**Run 1: routed metal, one colour a layer**

The bar under the picture is 20 um long.
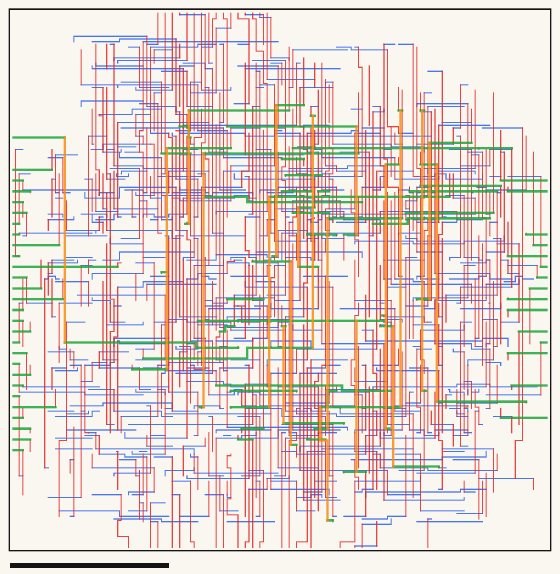
**Run 1: clock network drawn from the DEF**

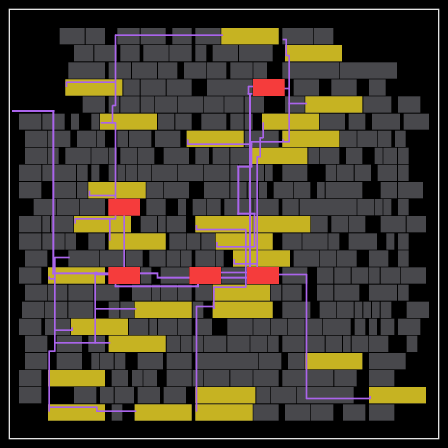
**Run 1: placement density heat map**

The die is cut into 7 by 7 equal tiles; dark blue is low, red is high, 0 to 100% covered.
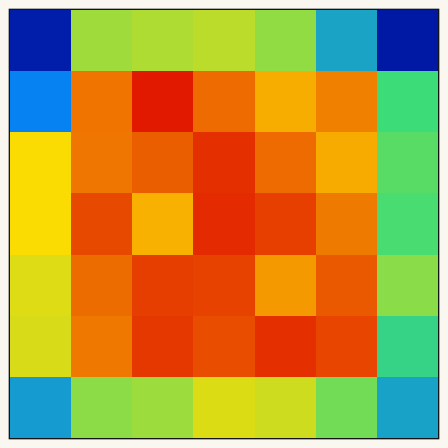
**Run 1: gate-type map**

The bar under the picture is 20 um long.
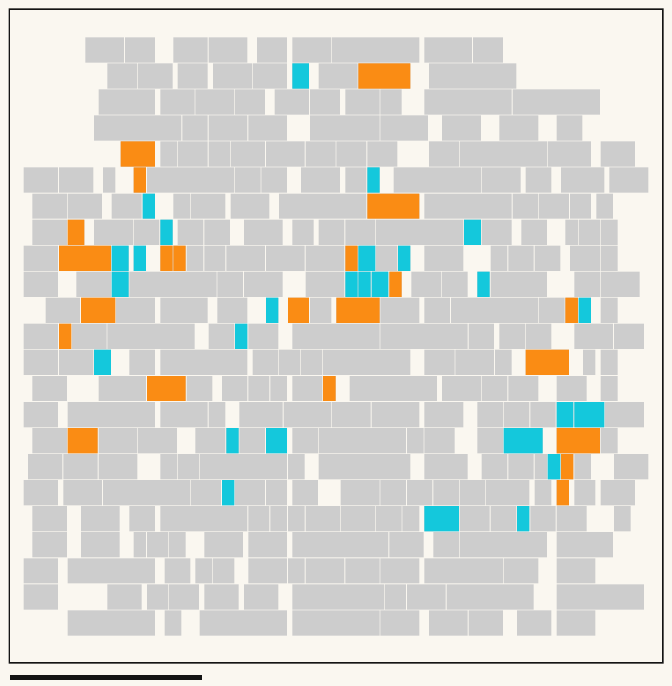
[src/rtl/oam_dma.sv]
// rtl/oam_dma.sv - sprite OAM DMA controller: halts CPU, copies one page into PPU OAM
module oam_dma #(
    parameter logic [15:0] DMA_REG_ADDR = 16'h4014,
    parameter int          XFER_LEN     = 256,
    parameter bit          ALIGN_EN     = 1'b1
) (
    input  logic        clk_i,
    input  logic        rst_i,
    input  logic        cpu_wr_en_i,
    input  logic [15:0] cpu_addr_i,
    input  logic [7:0]  cpu_din_i,
    output logic        cpu_rdy_o,
    output logic        dma_active_o,
    output logic [15:0] dma_addr_o,
    input  logic [7:0]  dma_rdata_i,
    input  logic [7:0]  oam_base_i,
    output logic        oam_wr_en_o,
    output logic [7:0]  oam_addr_o,
    output logic [7:0]  oam_wdata_o,
    output logic        dma_done_o
);

    typedef enum logic [2:0] {
        IDLE  = 3'd0,
        HALT  = 3'd1,
        ALIGN = 3'd2,
        READ  = 3'd3,
        WRITE = 3'd4
    } state_t;

    // Index of the final byte; idx is 8 bits so the page byte never changes mid-transfer.
    localparam logic [7:0] LAST_IDX = 8'(XFER_LEN - 1);

    state_t     state_q;
    logic [7:0] page_q;
    logic [7:0] obase_q;
    logic [7:0] idx_q;
    logic       parity_q;
    logic       done_q;

    logic       hit;
    logic       in_read;
    logic       in_write;

    assign hit      = cpu_wr_en_i && (cpu_addr_i == DMA_REG_ADDR);
    assign in_read  = (state_q == READ);
    assign in_write = (state_q == WRITE);

    // Transfer sequencer; parity free-runs so reads can be steered onto even cycles.
    always_ff @(posedge clk_i or posedge rst_i) begin
        if (rst_i) begin
            state_q  <= IDLE;
            page_q   <= 8'h00;
            obase_q  <= 8'h00;
            idx_q    <= 8'h00;
            parity_q <= 1'b0;
            done_q   <= 1'b0;
        end else begin
            parity_q <= ~parity_q;
            done_q   <= 1'b0;
            case (state_q)
                IDLE: begin
                    if (hit) begin
                        page_q  <= cpu_din_i;
                        obase_q <= oam_base_i;
                        idx_q   <= 8'h00;
                        state_q <= HALT;
                    end
                end
                HALT: begin
                    // parity=1 here means the following cycle is already a read cycle
                    if (parity_q || !ALIGN_EN) begin
                        state_q <= READ;
                    end else begin
                        state_q <= ALIGN;
                    end
                end
                ALIGN: begin
                    state_q <= READ;
                end
                READ: begin
                    state_q <= WRITE;
                end
                WRITE: begin
                    idx_q <= idx_q + 8'd1;
                    if (idx_q == LAST_IDX) begin
                        state_q <= IDLE;
                        done_q  <= 1'b1;
                    end else begin
                        state_q <= READ;
                    end
                end
                default: begin
                    state_q <= IDLE;
                end
            endcase
        end
    end

    // Bus-side outputs are pure decodes of the state registers so reset takes effect at once.
    assign cpu_rdy_o    = (state_q == IDLE);
    assign dma_active_o = in_read || in_write;
    assign dma_addr_o   = (in_read || in_write) ? {page_q, idx_q} : 16'h0000;
    assign oam_wr_en_o  = in_write;
    assign oam_addr_o   = in_write ? (obase_q + idx_q) : 8'h00;
    assign oam_wdata_o  = in_write ? dma_rdata_i : 8'h00;
    assign dma_done_o   = done_q;

endmodule

[config.mk]
export PLATFORM = sky130hd
export DESIGN_NAME = oam_dma
export DESIGN_NICKNAME = d
export VERILOG_FILES = /design/src/rtl/oam_dma.sv
export SDC_FILE = /design/constraint.sdc
export NUM_CORES = 1
export LEC_CHECK = 0
export CORE_UTILIZATION = 43
export DETAILED_ROUTE_END_ITERATION = 7
export PLACE_DENSITY = 0.9
export SYNTH_ARGS = -nofsm -noshare
export SYNTH_HDL_FRONTEND = slang
export SYNTH_SLANG_ARGS = --single-unit
[constraint.sdc]
create_clock -name clk_i -period 1.94 [get_ports clk_i]
set_input_delay 0.194 -clock clk_i [delete_from_list [all_inputs] [get_ports clk_i]]
set_output_delay 0.194 -clock clk_i [all_outputs]
set_load 0.005 [all_outputs]
==> results.ini, run 1 <==
[run_status]
status=finished with violations
violations=setup timing

[clocking]
clock-sinks=29
cts_repair_resize_count=162
numCtsBuffers=5

[synthesis]
syn-mean-instance-area_sq_um=9.99
syn-cell-area_sq_um=1880
ff_type=dfrtp_1
ys_ff=29
syn_nets=240
top_area_share_pct=38.6
common_cells=dfrtp_1, and2_1, nand2_1

[flow_run]
warnings=28
drv_cap=0

[final_timing]
layout_worst_path_cycle_share_pct=113
final_hold_viol_count=0
final-setup-viol-count=24
fin_ws_ns=-0.255

[routing]
drtIter0Drc=103
viasPerCell=5.65
drc=0
antenna_left=0

[setup_path]
critical_path.startpoint=obase_q[5]$_DFFE_PP0P_
reg2regPathDepth=7
cp_num_buf_inv=1
reg2reg_from=state_q[1]$_DFFE_PP0P_
critPathSlowestCell=dfrtp_1
rrSetupSlack_ns=0.10

[pwr]
pwr-share-comb_pct=50.0
p_leak_uw=0.00161
intPower_uw=1700
power_leader=combinational logic
p_sw_share_pct=34.3
total_power_uw=2590

[global_route]
grt-ovfl-total=0
grt_max_degree=30

[final_layout]
lay_top_count=clkdlybuf4s50_1
clkCellAreaFrac_pct=3.01
layout.nonclk_buf_share_pct=36.1
stdcell_count=373
largestRegisters=idx_q x8, obase_q x8, page_q x8

[floorplan]
initial_core_util_pct=46.0

[placement]
io_buffers=78
globalplace.congestion=0.836

-- 'routed metal, one colour a layer' (at the start) --
met2: drawn in red, wire length 3890 um. met3: drawn in green, wire length 533 um. met4: drawn in orange, wire length 465 um. met1: drawn in blue, wire length 2470 um.

-- 'clock network drawn from the DEF' (at the start) --
clock wires: drawn in purple, length 467 um. cells driving clock nets: drawn in red, count 5. flip-flops: drawn in yellow, count 29.
There are 6 routed clock nets.

-- 'placement density heat map' (at the start) --
The fullest tile reaches 97%. The densest ninth of the die: middle. The mean over all tiles is 71%. 51% of the tiles are over 75% full.

-- 'gate-type map' (at the start) --
NAND gates: drawn in cyan, cells 27. NOR gates: drawn in orange, cells 22.

==> run 2: changes to the inputs <==
Settings changed: CELL_PAD_IN_SITES_DETAIL_PLACEMENT set to 1, CELL_PAD_IN_SITES_GLOBAL_PLACEMENT set to 2, CORE_UTILIZATION 43 to 25, PLACE_DENSITY 0.9 to 0.89.
==> results.ini, run 2 <==
[pwr]
pwr-share-comb_pct=48.8
total_power_uw=2670
power_leader=combinational logic
p_leak_uw=0.00161
intPower_uw=1820
p_sw_share_pct=31.9

[run_status]
status=finished with violations
violations=setup timing

[routing]
viasPerCell=4.57
antenna_left=0
drc=0

[placement]
globalplace.congestion=0.774
io_buffers=78

[final_timing]
fin_ws_ns=-0.147
layout_worst_path_cycle_share_pct=108
final_hold_viol_count=0
final-setup-viol-count=17

[synthesis]
ys_ff=29
syn-cell-area_sq_um=1880
syn_nets=240
common_cells=dfrtp_1, and2_1, nand2_1

[setup_path]
rrSetupSlack_ns=0.08
reg2regPathDepth=10
cp_num_buf_inv=1
reg2reg_from=state_q[1]$_DFFE_PP0P_

[floorplan]
initial_core_util_pct=25.9

[final_layout]
clkCellAreaFrac_pct=3.33
layout.nonclk_buf_share_pct=35.9

[clocking]
numCtsBuffers=5
clock-sinks=29

[global_route]
grt_max_degree=21
grt-ovfl-total=0

[flow_run]
warnings=28
drv_cap=0

**Run 2: clock network drawn from the DEF**

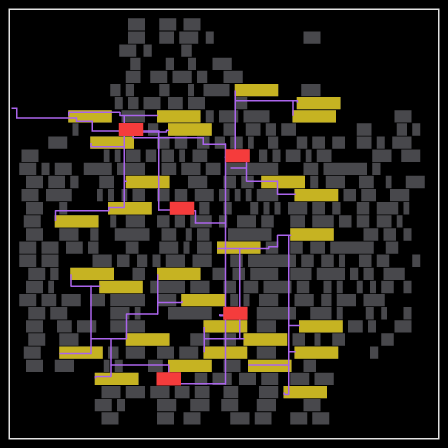
flip-flops: drawn in yellow, count 29. clock wires: drawn in purple, length 466 um. cells driving clock nets: drawn in red, count 5.
There are 6 routed clock nets.

**Run 2: placement density heat map**

The die is cut into 9 by 9 equal tiles; dark blue is low, red is high, 0 to 100% covered.
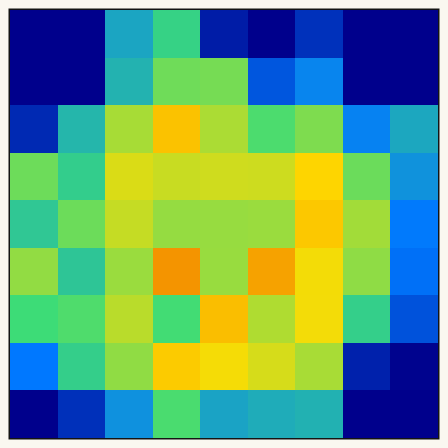
The fullest tile reaches 83%. 8.6% of the tiles are over 75% full. The densest ninth of the die: middle. The mean over all tiles is 43%.

==> run 3: changes to the inputs <==
--- a/config.mk
+++ b/config.mk
@@ -8,4 +8,5 @@
 export CELL_PAD_IN_SITES_DETAIL_PLACEMENT = 1
 export CELL_PAD_IN_SITES_GLOBAL_PLACEMENT = 2
+export CORE_ASPECT_RATIO = 0.75
 export CORE_UTILIZATION = 25
 export DETAILED_ROUTE_END_ITERATION = 7
==> constraint.sdc (replaced) <==
create_clock -name clk_i -period 1.94 [get_ports clk_i]
set_input_delay 0.388 -clock clk_i [delete_from_list [all_inputs] [get_ports clk_i]]
set_output_delay 0.388 -clock clk_i [all_outputs]
set_load 0.005 [all_outputs]
==> results.ini, run 3 <==
[run_status]
violations=setup timing
status=finished with violations

[setup_path]
critPathSlowestCell=dfrtp_1
reg2regPathDepth=7
critical_path.startpoint=obase_q[2]$_DFFE_PP0P_
timing.critical_path.slowest_cell_delay_ns=0.41
reg2reg_from=state_q[1]$_DFFE_PP0P_
cp_num_buf_inv=1
rrSetupSlack_ns=0.06

[final_layout]
lay_top_count=clkdlybuf4s50_1
stdcell_count=423
largestRegisters=idx_q x8, obase_q x8, page_q x8
clkCellAreaFrac_pct=2.80
layout.nonclk_buf_share_pct=38.2

[final_timing]
fin_ws_ns=-0.325
final_hold_viol_count=0
final-setup-viol-count=34
layout_worst_path_cycle_share_pct=117

[synthesis]
ff_type=dfrtp_1
syn_nets=240
syn-cell-area_sq_um=1880
ys_sh_aoi_pct=10.3
common_cells=dfrtp_1, and2_1, nand2_1
syn-mean-instance-area_sq_um=9.99
ys_ff=29
top_area_share_pct=38.6

[placement]
post-place-cells=389
hpwlAfterDp_mm=4.64
io_buffers=78
globalplace.congestion=0.783

[clocking]
cts_repair_resize_count=208
numCtsBuffers=5

[pwr]
power_leader=combinational logic
p_sw_share_pct=31.8
intPower_uw=1900
total_power_uw=2790
pwr-share-comb_pct=54.6

[global_route]
grt-ovfl-total=0

[routing]
antenna_left=0
drc=0
viasPerCell=4.65
drtIter0Drc=48

[min_path]
min_path_cells=1

[flow_run]
warnings=28

**Run 3: routed metal, one colour a layer**

The bar under the picture is 20 um long.
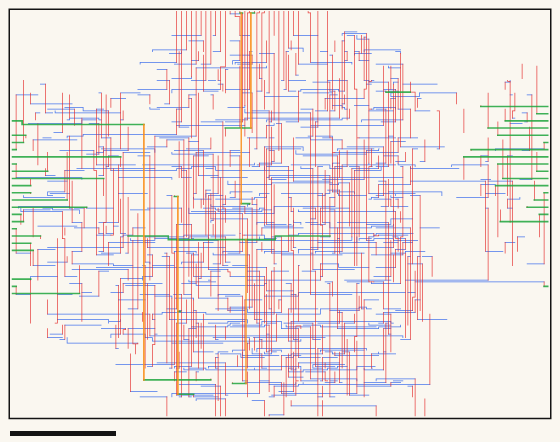
met3: drawn in green, wire length 334 um. met4: drawn in orange, wire length 171 um. met1: drawn in blue, wire length 2980 um. met2: drawn in red, wire length 3510 um.

**Run 3: routing congestion**

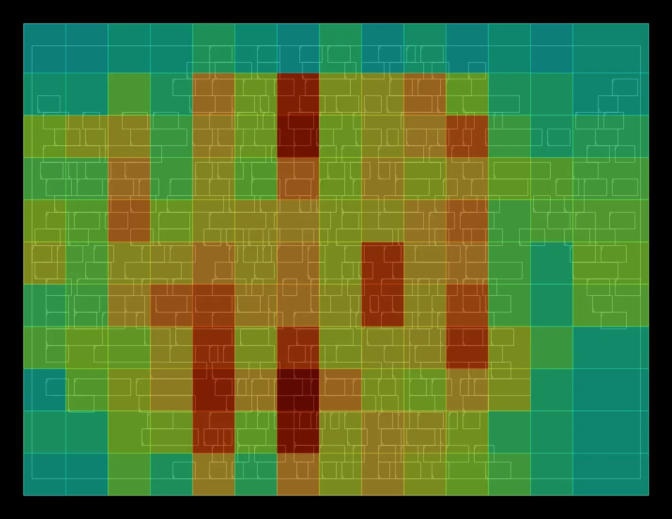
M3 GR Usage: 4.10%
met2 Usage GRT: 28.9%
DR WL/cell: 16.5 um
GR Util All Layers: 17.9%
GRT busiest layer: met2

Power and IR drop assume default switching activity.
